`config.mk`:
```
export PLATFORM = sky130hd
export DESIGN_NAME = updown_counter_flat
export DESIGN_NICKNAME = d
export VERILOG_FILES = /design/src/rtl/updown_counter_if.sv /design/src/rtl/updown_counter.sv /design/src/flat_wrapper.sv
export SDC_FILE = /design/constraint.sdc
export NUM_CORES = 1
export LEC_CHECK = 0
export CORE_AREA = 2 2 39 41
export CTS_BUF_LIST = sky130_fd_sc_hd__clkbuf_16
export DETAILED_ROUTE_END_ITERATION = 12
export DIE_AREA = 0 0 41 43
export DONT_BUFFER_PORTS = 1
export GPL_ROUTABILITY_DRIVEN = 0
export GPL_TIMING_DRIVEN = 0
export PLACE_DENSITY = 0.67
export REMOVE_ABC_BUFFERS = 1
export SLEW_MARGIN = 20
export SYNTH_ARGS = -nofsm -noshare
export SYNTH_HDL_FRONTEND = slang
export SYNTH_SLANG_ARGS = --single-unit
```
`constraint.sdc`:
```
create_clock -name clock_i -period 2.2 [get_ports clock_i]
set_input_delay 0.44 -clock clock_i [delete_from_list [all_inputs] [get_ports clock_i]]
set_output_delay 0.44 -clock clock_i [all_outputs]
set_load 0.01 [all_outputs]
```
`src/rtl/updown_counter_if.sv`:
```
// Control/status bundle for updown_counter: enable, direction, clear/load in; count and strobes out.
interface updown_counter_if #(
  parameter int unsigned WIDTH = 6
);
  logic             en_i;
  logic             up_i;
  logic             clear_i;
  logic             load_i;
  logic [WIDTH-1:0] load_val_i;
  logic [WIDTH-1:0] count_o;
  logic             tick_o;
  logic             tc_o;

  modport master (
    output en_i, up_i, clear_i, load_i, load_val_i,
    input  count_o, tick_o, tc_o
  );

  modport slave (
    input  en_i, up_i, clear_i, load_i, load_val_i,
    output count_o, tick_o, tc_o
  );
endinterface

```
`src/rtl/updown_counter.sv`:
```
// Up/down modulo counter with prescaler, sync clear/load and registered tick/tc strobes.
// Define UPDOWN_COUNTER_SATURATE_EN to saturate at the bounds instead of wrapping.
module updown_counter #(
  parameter int unsigned WIDTH    = 6,
  parameter int unsigned MODULUS  = 64,
  parameter int unsigned PRESCALE = 1
) (
  input  logic             clock_i,
  input  logic             reset_ni,
  updown_counter_if.slave  bus
);

  localparam int unsigned      PW      = (PRESCALE > 1) ? $clog2(PRESCALE) : 1;
  localparam logic [WIDTH-1:0] CNT_MAX = WIDTH'(MODULUS - 1);
  localparam logic [PW-1:0]    PRE_MAX = PW'(PRESCALE - 1);

`ifdef UPDOWN_COUNTER_SATURATE_EN
  localparam bit SATURATE = 1'b1;
`else
  localparam bit SATURATE = 1'b0;
`endif

  logic [WIDTH-1:0] cnt_q, cnt_d;
  logic [PW-1:0]    pre_q, pre_d;
  logic             tick_q, tick_d;
  logic             tc_q, tc_d;
  logic             step;

  always_ff @(posedge clock_i or negedge reset_ni) begin
    if (!reset_ni) begin
      cnt_q  <= '0;
      pre_q  <= '0;
      tick_q <= 1'b0;
      tc_q   <= 1'b0;
    end else begin
      cnt_q  <= cnt_d;
      pre_q  <= pre_d;
      tick_q <= tick_d;
      tc_q   <= tc_d;
    end
  end

  always_comb begin
    cnt_d  = cnt_q;
    pre_d  = pre_q;
    tick_d = 1'b0;
    tc_d   = 1'b0;
    step   = 1'b0;

    if (bus.clear_i) begin
      cnt_d = '0;
      pre_d = '0;
    end else if (bus.load_i) begin
      cnt_d = (bus.load_val_i <= CNT_MAX) ? bus.load_val_i : CNT_MAX;
      pre_d = '0;
    end else if (bus.en_i) begin
      if (pre_q == PRE_MAX) begin
        pre_d = '0;
        step  = 1'b1;
      end else begin
        pre_d = pre_q + PW'(1);
      end
    end

    // Bound hits raise tc in both modes; only the landing value differs.
    if (step) begin
      tick_d = 1'b1;
      if (bus.up_i) begin
        if (cnt_q == CNT_MAX) begin
          tc_d  = 1'b1;
          cnt_d = SATURATE ? CNT_MAX : '0;
        end else begin
          cnt_d = cnt_q + WIDTH'(1);
        end
      end else begin
        if (cnt_q == '0) begin
          tc_d  = 1'b1;
          cnt_d = SATURATE ? '0 : CNT_MAX;
        end else begin
          cnt_d = cnt_q - WIDTH'(1);
        end
      end
    end
  end

  assign bus.count_o = cnt_q;
  assign bus.tick_o  = tick_q;
  assign bus.tc_o    = tc_q;

endmodule

```
`src/flat_wrapper.sv`:
```
// flat-port wrapper written by rule: the top's interface ports become plain ports
module updown_counter_flat 
#(
  parameter int unsigned WIDTH    = 6,
  parameter int unsigned MODULUS  = 64,
  parameter int unsigned PRESCALE = 1
)
  (clock_i, reset_ni, bus_en_i, bus_up_i, bus_clear_i, bus_load_i, bus_load_val_i, bus_count_o, bus_tick_o, bus_tc_o);
  updown_counter_if #(.WIDTH(WIDTH)) bus_i ();
  input  logic clock_i;
  input  logic reset_ni;
  input wire logic [$bits(bus_i.en_i)-1:0] bus_en_i;
  input wire logic [$bits(bus_i.up_i)-1:0] bus_up_i;
  input wire logic [$bits(bus_i.clear_i)-1:0] bus_clear_i;
  input wire logic [$bits(bus_i.load_i)-1:0] bus_load_i;
  input wire logic [$bits(bus_i.load_val_i)-1:0] bus_load_val_i;
  output wire logic [$bits(bus_i.count_o)-1:0] bus_count_o;
  output wire logic [$bits(bus_i.tick_o)-1:0] bus_tick_o;
  output wire logic [$bits(bus_i.tc_o)-1:0] bus_tc_o;
  assign bus_i.en_i = bus_en_i;
  assign bus_i.up_i = bus_up_i;
  assign bus_i.clear_i = bus_clear_i;
  assign bus_i.load_i = bus_load_i;
  assign bus_i.load_val_i = bus_load_val_i;
  assign bus_count_o = bus_i.count_o;
  assign bus_tick_o = bus_i.tick_o;
  assign bus_tc_o = bus_i.tc_o;
  updown_counter #(.WIDTH(WIDTH), .MODULUS(MODULUS), .PRESCALE(PRESCALE)) u_core (.clock_i(clock_i), .reset_ni(reset_ni), .bus(bus_i));
endmodule
```
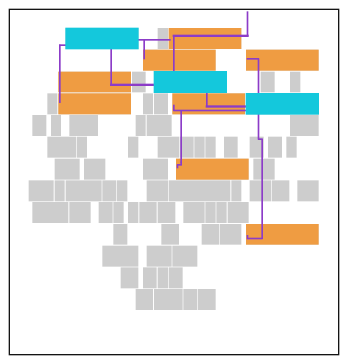
Figure 1: routed clock nets over the placement.
Drawn at 8 px/um.
cyan -> cells driving clock nets  # count 3
purple -> clock wires  # length 123 um
orange -> flip-flops  # count 8
routed clock nets = 4
Insertion Delay late pin: 230 ps
clock share of power: 0.546
Power Clock: 302 uW
clock skew: 5.18 ps

==> run summary <==
run results: R2R depth 7, Post-synth EDFFs 0, Post-synth ARST share 1.00, layout cell share with drive strength beyond 1 0.0789, Simple Share, Synth 0.285, CTS tree built, OpenROAD warnings 27, Yosys reg bits 8, antenna viol nets, final 0, Crit Path Category register to register, outcome complete, no violations, Tmin final 2010 ps, Num CTS Buffers 3, global-route wire length before repair 2.29 mm, Dominant cell area share 0.306, Switching Fraction 0.232, I/O Pins 20, total grt overflow 0, Clock Path Buffers 2, Final Max Slew Viols 0, Hold Startpoint bus_clear_i, Core Area 0.00138 mm2, fin cells 92, Cell Area, Synth 654 um2, FP Util 0.473, DRC 0, Crit path required time 2360 ps, slew of the pin with the lowest slew margin 374 ps, final instance area 713 um2, Iter 0 DRT Violations 16, CTS root buf clkbuf_16, DP Area 628 um2, initial antenna violation count 0, Net Switching 129 uW, All-Layer GR Usage 0.197, Final HPWL DP 1.02 mm
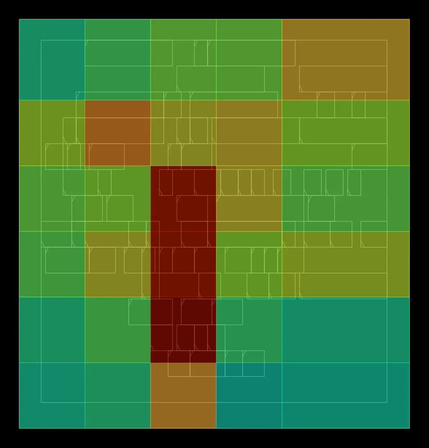
Figure 2: routing congestion.
met2 usage: 0.259
post-layout utilization of the core: 0.515
layer with the highest usage: met1
WL/cell: 16.1 um
grt met3 use: 0.0838

sequential cells by signal (all words and copies together) (netlist names):
register and flops:
u_core.bus.tc_o 1, u_core.bus.count_o 6, u_core.bus.tick_o 1
power by group through the flow:
stage | logic, uW | registers, uW | clock network (uW)
global placement | 61.5 | 185 | 0
global route | 77.8 | 186 | 316
floorplan | 53.9 | 179 | 0
detailed placement | 62.5 | 185 | 0
finish | 68.3 | 183 | 302
CTS | 68.2 | 183 | 307
layout make-up:
type                    count  area (um2)
well taps                  16        20.0
multi-input cells          58         385
clock buffers               3        75.1
flip-flops and latches      8         200
fillers                   125         671
inverters                   6        22.5
repair buffers              1        10.0
through the flow:
| stage | hold slack [ps] | setup WS [ps] |
|---|---|---|
| finish | 268 | 194 |
| detailed placement | 145 | 190 |
| global placement | 145 | 223 |
| floorplan | 144 | 395 |
| global route | 268 | 27.1 |
| CTS | 266 | 186 |
worst max-delay path, stage by stage (launching register included):
cell,delay (ps)
dfrtp_1,550
inv_1,160
ha_1,230
nand2b_1,90
nand2_1,70
and3_2,200
or4_1,480
a21oi_1,150
what timing repair did:
action	4_1_cts	5_1_grt
hold buffers	1	0
gates resized	0	0
hold endpoints to repair	8	0
setup endpoints to repair	0	0
layer usage:
layer | share of wire | wire (um) | vias up
li1 | - | - | 282
met1 | 0.42 | 621 | 260
met2 | 0.48 | 706 | 31
met3 | 0.076 | 113 | 4
met4 | 0.024 | 36 | 0
met5 | 0 | 0 | -
placed cells by master, fill, tap and decap left out, types with 2 or more instances in the layout:
cell type	count
dfrtp_1	8
a21oi_1	7
nor2_1	7
inv_1	6
nand2_1	6
nor3_1	4
o31ai_1	3
o21ai_0	3
ha_1	3
clkbuf_16	3
and3_2	2
nand4_1	2
a31oi_1	2
and4b_1	2
o2111ai_1	2
No activity file was given, so power comes from the tool's default toggle rates.
